## config.mk

```make
export PLATFORM = sky130hd
export DESIGN_NAME = ti_sbox_seq
export DESIGN_NICKNAME = d
export VERILOG_FILES = /design/src/rtl/ti_sbox_pkg.sv /design/src/rtl/ti_mask_refresh.sv /design/src/rtl/ti_sbox_seq.sv
export SDC_FILE = /design/constraint.sdc
export NUM_CORES = 1
export LEC_CHECK = 0
export CAP_MARGIN = 5
export CORE_ASPECT_RATIO = 0.6
export CORE_MARGIN = 2
export CORE_UTILIZATION = 39
export DETAILED_ROUTE_END_ITERATION = 10
export GPL_TIMING_DRIVEN = 1
export MAX_ROUTING_LAYER = met4
export PLACE_DENSITY = 0.92
export RECOVER_POWER = 25
export SLEW_MARGIN = 40
export SYNTH_ARGS = -nofsm -noshare
export SYNTH_HDL_FRONTEND = slang
export SYNTH_HIERARCHICAL = 1
export SYNTH_SLANG_ARGS = --single-unit
```

## constraint.sdc

```tcl
create_clock -name clk -period 4.5 [get_ports clk]
set_input_delay 0.9 -clock clk [delete_from_list [all_inputs] [get_ports clk]]
set_output_delay 0.9 -clock clk [all_outputs]
set_load 0.005 [all_outputs]
```

## src/rtl/ti_sbox_pkg.sv

```systemverilog
// Shared constants and types for the sequential threshold-implementation S-box wrapper.
package ti_sbox_pkg;

    localparam int unsigned SHARE_W  = 8;
    localparam int unsigned NSHARES  = 3;
    localparam int unsigned NRND     = 2;
    localparam int unsigned SHARES_W = NSHARES * SHARE_W;
    localparam int unsigned RND_W    = NRND * SHARE_W;
    localparam int unsigned SEL_W    = 2;

    typedef enum logic [1:0] {
        IDLE = 2'd0,
        EVAL = 2'd1,
        REFR = 2'd2,
        DONE = 2'd3
    } state_t;

endpackage

```

## src/rtl/ti_mask_refresh.sv

```systemverilog
// Re-masks a three-share value with two fresh random words; the XOR of the shares is preserved.
module ti_mask_refresh #(
    parameter int unsigned SHARE_W = ti_sbox_pkg::SHARE_W
) (
    input  logic [ti_sbox_pkg::NSHARES*SHARE_W-1:0] data_in,
    input  logic [ti_sbox_pkg::NRND*SHARE_W-1:0]    rnd,
    output logic [ti_sbox_pkg::NSHARES*SHARE_W-1:0] data_out
);
    import ti_sbox_pkg::*;

    logic [SHARE_W-1:0] r0;
    logic [SHARE_W-1:0] r1;

    assign r0 = rnd[SHARE_W-1:0];
    assign r1 = rnd[NRND*SHARE_W-1:SHARE_W];

    // share0 ^= r0, share1 ^= r1, share2 ^= r0 ^ r1
    always_comb begin
        data_out                          = data_in;
        data_out[SHARE_W-1:0]             = data_in[SHARE_W-1:0] ^ r0;
        data_out[2*SHARE_W-1:SHARE_W]     = data_in[2*SHARE_W-1:SHARE_W] ^ r1;
        data_out[3*SHARE_W-1:2*SHARE_W]   = data_in[3*SHARE_W-1:2*SHARE_W] ^ r0 ^ r1;
    end

endmodule

```

## src/rtl/ti_sbox_seq.sv

```systemverilog
// Sequencer for a masked S-box: drives an external share-function array round by round,
// re-masking the shares between rounds with fresh randomness.
module ti_sbox_seq #(
    parameter int unsigned NROUNDS = 3,
    parameter int unsigned REFRESH = 1,
    parameter int unsigned SHARE_W = ti_sbox_pkg::SHARE_W
) (
    input  logic                   clk,
    input  logic                   rst,
    input  logic                   in_valid,
    output logic                   in_ready,
    input  logic [3*SHARE_W-1:0]   in_shares,
    output logic [1:0]             fn_sel,
    output logic [3*SHARE_W-1:0]   fn_in,
    input  logic [3*SHARE_W-1:0]   fn_out,
    output logic                   rnd_req,
    input  logic                   rnd_valid,
    input  logic [2*SHARE_W-1:0]   rnd,
    output logic                   out_valid,
    input  logic                   out_ready,
    output logic [3*SHARE_W-1:0]   out_shares,
    output logic                   busy
);
    import ti_sbox_pkg::*;

    localparam int unsigned DW       = NSHARES * SHARE_W;
    localparam logic [1:0]  LAST_RND = 2'(NROUNDS - 1);

    state_t          state_q;
    state_t          state_d;
    logic [1:0]      rnd_q;
    logic [1:0]      rnd_d;
    logic [DW-1:0]   data_q;
    logic [DW-1:0]   data_d;
    logic [DW-1:0]   refr_data;

    ti_mask_refresh #(
        .SHARE_W (SHARE_W)
    ) u_refresh (
        .data_in  (data_q),
        .rnd      (rnd),
        .data_out (refr_data)
    );

    // State, round counter and share register; reset wins over any handshake.
    always_ff @(posedge clk) begin
        if (rst) begin
            state_q <= IDLE;
            rnd_q   <= '0;
            data_q  <= '0;
        end else begin
            state_q <= state_d;
            rnd_q   <= rnd_d;
            data_q  <= data_d;
        end
    end

    // Next-state and outputs; share-carrying outputs are forced to zero outside their own state.
    always_comb begin
        state_d    = state_q;
        rnd_d      = rnd_q;
        data_d     = data_q;
        in_ready   = 1'b0;
        busy       = 1'b1;
        fn_sel     = '0;
        fn_in      = '0;
        rnd_req    = 1'b0;
        out_valid  = 1'b0;
        out_shares = '0;
        case (state_q)
            IDLE: begin
                busy     = 1'b0;
                in_ready = 1'b1;
                if (in_valid) begin
                    data_d  = in_shares;
                    rnd_d   = '0;
                    state_d = EVAL;
                end
            end
            EVAL: begin
                fn_in  = data_q;
                fn_sel = rnd_q;
                data_d = fn_out;
                if (rnd_q == LAST_RND) begin
                    state_d = DONE;
                end else if (REFRESH != 0) begin
                    state_d = REFR;
                end else begin
                    rnd_d = rnd_q + 2'd1;
                end
            end
            REFR: begin
                rnd_req = 1'b1;
                if (rnd_valid) begin
                    data_d  = refr_data;
                    rnd_d   = rnd_q + 2'd1;
                    state_d = EVAL;
                end
            end
            DONE: begin
                out_valid  = 1'b1;
                out_shares = data_q;
                if (out_ready) begin
                    state_d = IDLE;
                end
            end
            default: state_d = IDLE;
        endcase
    end

endmodule

```

Figure 1. Cells coloured by class (run 1).
(4 px per um) Fill, decap, tap and diode cells in grey.
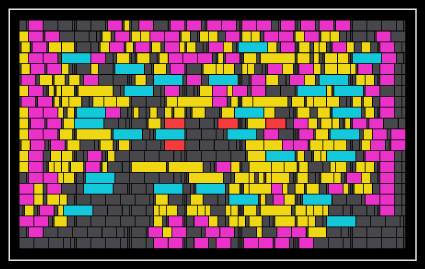
| colour | class | cells |
|---|---|---|
| red | clock drivers and dummy loads | 4 |
| cyan | registers | 28 |
| magenta | remaining buffers and delay cells | 125 |
| yellow | remaining logic cells | 204 |
flop share of the area: 16.2%
floorplan row count: 21
Final Cell Area: 0.00347 mm^2
Core Util, Final: 62.9%
core box area: 0.00552 mm^2

Figure 2. Nets reached from selected ports (run 1).
(4 px per um)
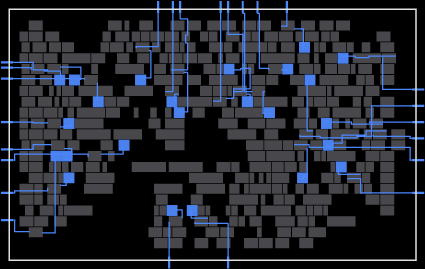
| colour | port | bits | direction | end cells | wire |
|---|---|---|---|---|---|
| blue | fn_out | 24 | input | 24 | 620 um |
io pins: 123
PortBufs: 122

Figure 3. Signal wires on met2 (run 1).
(6 px per um) Cells faint in the background.
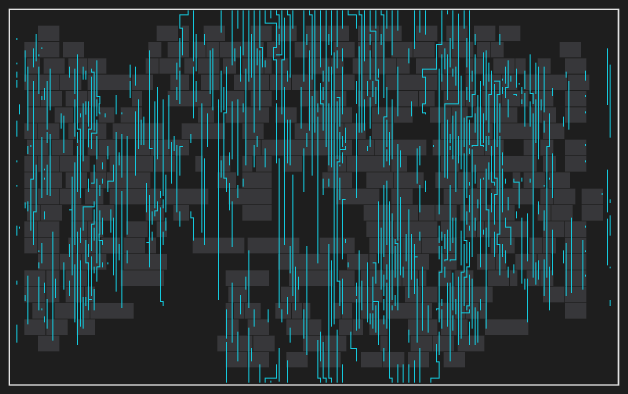
wire length on this layer: 3260 um
main direction: vertical
share of all routed wire: 46%
longest straight run: 45.2 um
nets with wire on the layer: 364
GR Util met2: 36.5%
final wirelength: 7.09 mm
detailed-route via count: 2255

Figure 4. Clock wires, drivers and flops (run 1).
(6 px per um)
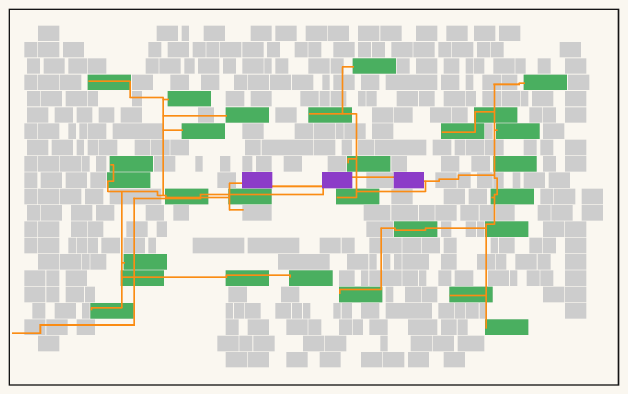
[purple] clock-net drivers | count: 3
[green] flip-flops | count: 28
[orange] clock wires | length: 412 um
routed clock nets: 4
clk_skew: 0.00692 ns
clock share of power: 12.8%

==> Changelog: implementation, run 1 <==
### Changed

- Vias in the first global route: 2329
- 1st-iter DRT viols: 75
- CTS buffer count: 3
- Relative slew margins: 29.6%
- Synth warn: 6
- Stage-log warning count: 32
- Most used DFF post-synth: dfxtp_1
- WP data arrival: 2.41 ns
- Layout cells sized above 1: 3.05%
- 1st-pass router iterations: 5
- First-pass GRT wire length: 11.4 mm
- Hold Vio Cnt, Final: 0
- Setup crit end: fn_in[7]
- Top pwr grp: combinational cells
- GPL Wtd Cong: 0.787
- Max_cap viols: 0
- Post-layout net count: 439
- Seq share, synth: 25.3%
- Crit path largest cell delay: 0.50 ns
- GRT Total Usage: 22.9%
- Clock group total power: 162 uW
- Crit-path cells: inv_1, ha_1, buf_4, and2_1, clkdlybuf4s50_1
- Critical Path Stages: 5
- Final ANT Viol Nets: 0
- Tap Count: 69
- Pin slew with the least headroom to its limit: 1.06 ns
- Grt met1 use: 31.3%
- Type of the worst setup path: flop to output port
- Synthesized registers: 28
- Hold-critical path depth: 2
- CP delay by family, top: buffers and inverters
- Setup TNS Final: 0 ns
- Simple-Gate Area Share: 22.6%
- WL met1: 3.13 mm
- Biggest regs: data_q x24, rnd_q x2, state_q x2
- Most frequent cells in the layout: 121 x clkdlybuf4s50_1, 50 x and2_1, 28 x dfxtp_1, 27 x a21oi_1, 26 x nor2_1
- Remaining DRCs: 0
- Clock tree buffer depth: 2
- Die span in x: 101 um
- Grt total ovfl: 0
- FF+latch count: 28
- Biggest register: data_q
- Fill cells: 486
- Leak: 1.39 nW
- Cell area leaders: dfxtp_1 25%, and2_1 14%, a22o_1 9.5%
- Most frequent cell after synthesis: and2_1
- Worst reg-to-reg path cell count: 5
- Die ar.: 0.00632 mm^2
- Flop pwr share: 32.8%
- Yosys aoi share: 25.9%
- Power Combinational: 691 uW
- Most used logic cell in the final layout: clkdlybuf4s50_1
- Yosys cell count: 252
- Met2 Routed Length: 3.26 mm
- Sequential logic power: 416 uW
- Slew Limit Fails: 0
- WP data required: 3.60 ns
- WL per Instance: 16.5 um
- Combinational share of cell area: 43.4%
- # diodes: 0
- Cells after Synth: 252
- Initial antenna violation count: 0
- Synth top cells by count: 50 x and2_1, 28 x dfxtp_1, 27 x a21oi_1
- Final clock-cell share: 1.59%
- Final critical-path setup slack: 1.19 ns
- Area after DPL: 0.00343 mm^2
- TritonCTS clock tree: yes
- Count of non-CTS inverters in the layout: 5
- Area Overhead vs Synth: 56.6%
- HPWL after DPL: 5.20 mm
- Final Total Pwr: 1.27 mW
- Hold Path Sink: rnd_q[0]
- Root Buffer: clkbuf_8
- Number of flops mapped to enable cells by yosys: 0
- Ys async rst share: 0%
- Cell Area, Synth: 0.00221 mm^2
- Clock Latency Late Sink: 0.28 ns
- Logic area: 0.00150 mm^2
- Status: finished, final reports clean
- Comb pwr share: 54.5%
- Endpoints failing setup: 0
- Initial Util: 40.1%
- Clk sink count: 28
- Sw power: 493 uW
- Grt met3 use: 4.36%
- Gates resized, CTS repair: 0
- Adder Area Share: 4.52%
- Mux share: 0.452%
- Htree depth: 1
- Top layer in use: met4
- GR peak layer: met2
- Worst hold start: rnd_q[0]
- Routed vias/inst: 5.24
- Yosys synthesis chip area: 0.00221 mm^2
- Worst hold path type: flop to flop
- Fmax: 302 MHz
- Power Internal: 775 uW
- Pre-CTS setup slack: 1.50 ns
- Max reg flops: 24
- Die height: 62.4 um
- Post-Synth XOR/XNOR Area: 14.9%
- Clock transition at path regs: 0.10 ns
- Net count entering floorplan: 329
- Multi-In Gates: 199
- CP endpoint kind: output port
- Dominant comb cell: AND-OR/OR-AND gates
- Placed cells: 426
- Clock period minus worst slack: 3.31 ns
- Syn avg cell area: 8.79 um^2
- R2r startpoint: state_q[0]
- Synth area leader: dfxtp_1
- Met3 Routed Length: 650 um
Figure 5. Clock routing (run 1).
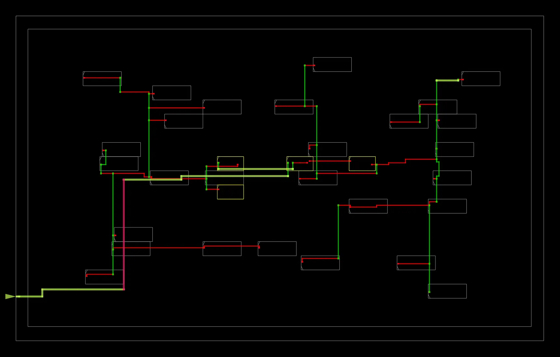

==> run 2, diff against run 1 <==
==> constraint.sdc (replaced) <==
create_clock -name clk -period 3.1 [get_ports clk]
set_input_delay 0.62 -clock clk [delete_from_list [all_inputs] [get_ports clk]]
set_output_delay 0.62 -clock clk [all_outputs]
set_load 0.005 [all_outputs]
Figure 6. Clock routing (run 2).
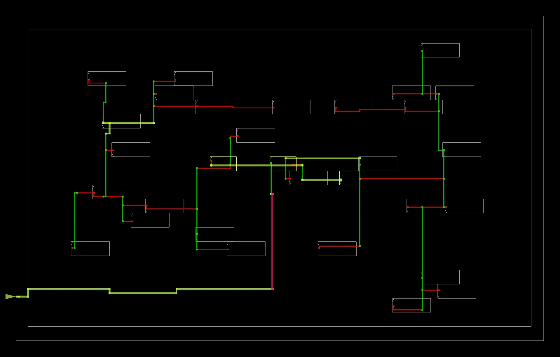
clk sink count: 28
clk_skew: 0.00218 ns

==> run 2 against run 1 <==
Count of clock-buffer cells in the layout decreased by 1. Clock power increased by 27%. Non-clock buffer count increased by 4. Sequential power increased by 45%. Worst setup slack got worse by 0.78 ns. Worst hold slack improved by 0.021 ns. Utilization increased by 0.43 points. Register-to-register slack got worse by 1.4 ns. Largest cell class unchanged.
==> Changelog: implementation, run 2 <==
### Changed

- Comb pwr share: 56.2%
- Yosys synthesis chip area: 0.00221 mm^2
- WL per Instance: 16.8 um
- Synthesized registers: 28
- Area Overhead vs Synth: 57.7%
- Sequential logic power: 603 uW
- Grt total ovfl: 0
- CTS buffer count: 3
- CP endpoint kind: output port
- Yosys aoi share: 25.9%
- Slew Limit Fails: 0
- GRT Total Usage: 23.5%
- Hold-critical path depth: 2
- 1st-pass router iterations: 4
- Max_cap viols: 0
- First-pass GRT wire length: 11.5 mm
- TritonCTS clock tree: yes
- Combinational share of cell area: 42.9%
- Ys async rst share: 0%
- Count of non-CTS inverters in the layout: 5
- Flop share of the area: 16.1%
- Detailed-route via count: 2264
- Met2 Routed Length: 3.25 mm
- Die span in x: 101 um
- Final wirelength: 7.29 mm
- Initial antenna violation count: 0
- FF+latch count: 28
- Hold Path Sink: rnd_q[1]
- Most used DFF post-synth: dfxtp_1
- Final Total Pwr: 1.84 mW
- Most frequent cell after synthesis: and2_1
- Critical Path Stages: 5
- Final clock-cell share: 1.18%
- Status: finished, final reports clean
- Final Cell Area: 0.00349 mm^2
- Grt met3 use: 4.81%
- Clock group total power: 206 uW
- Max reg flops: 24
- Net count entering floorplan: 329
- Pre-CTS setup slack: 0.714 ns
- Pin slew with the least headroom to its limit: 1.05 ns
- Biggest regs: data_q x24, rnd_q x2, state_q x2
- Worst hold path type: flop to flop
- Worst reg-to-reg path cell count: 5
- Hold Vio Cnt, Final: 0
- Most frequent cells in the layout: 122 x clkdlybuf4s50_1, 50 x and2_1, 28 x dfxtp_1, 27 x a21oi_1, 26 x nor2_1
- Power Combinational: 1.04 mW
- GR peak layer: met2
- Yosys cell count: 252
- PortBufs: 122
- Tap Count: 69
- Top layer in use: met4
- Remaining DRCs: 0
- Relative slew margins: 29.8%
- Stage-log warning count: 32
- WP data arrival: 2.07 ns
- Post-layout net count: 443
- R2r startpoint: state_q[0]
- Clock tree buffer depth: 2
- Biggest register: data_q
- Met3 Routed Length: 552 um
- Final ANT Viol Nets: 0
- Dominant comb cell: AND-OR/OR-AND gates
- Setup crit end: fn_in[4]
- Clock period minus worst slack: 2.69 ns
- Initial Util: 40.1%
- Final critical-path setup slack: 0.409 ns
- Routed vias/inst: 5.23
- Adder Area Share: 4.52%
- Layout cells sized above 1: 3.30%
- Flop pwr share: 32.7%
- WL met1: 3.47 mm
- Mux share: 0.452%
- Die height: 62.4 um
- Syn avg cell area: 8.79 um^2
- Seq share, synth: 25.3%
- Htree depth: 1
- Multi-In Gates: 199
- Root Buffer: clkbuf_8
- Io pins: 123
- Grt met1 use: 31.7%
- Vias in the first global route: 2312
- Endpoints failing setup: 0
- Simple-Gate Area Share: 22.6%
- CP delay by family, top: buffers and inverters
- Fill cells: 467
- Worst hold start: rnd_q[1]
- Clock Latency Late Sink: 0.28 ns
- Crit-path cells: inv_1, ha_1, buf_12, and2_1, clkdlybuf4s50_1
- Area after DPL: 0.00347 mm^2
- Gates resized, CTS repair: 0
- Floorplan row count: 21
Figure 7. Nets reached from selected ports (run 2).
(4 px per um)
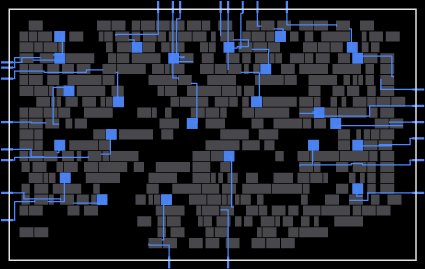
| colour | port | bits | direction | end cells | wire |
|---|---|---|---|---|---|
| blue | fn_out | 24 | input | 24 | 541 um |

No activity file was given, so power comes from the tool's default toggle rates.
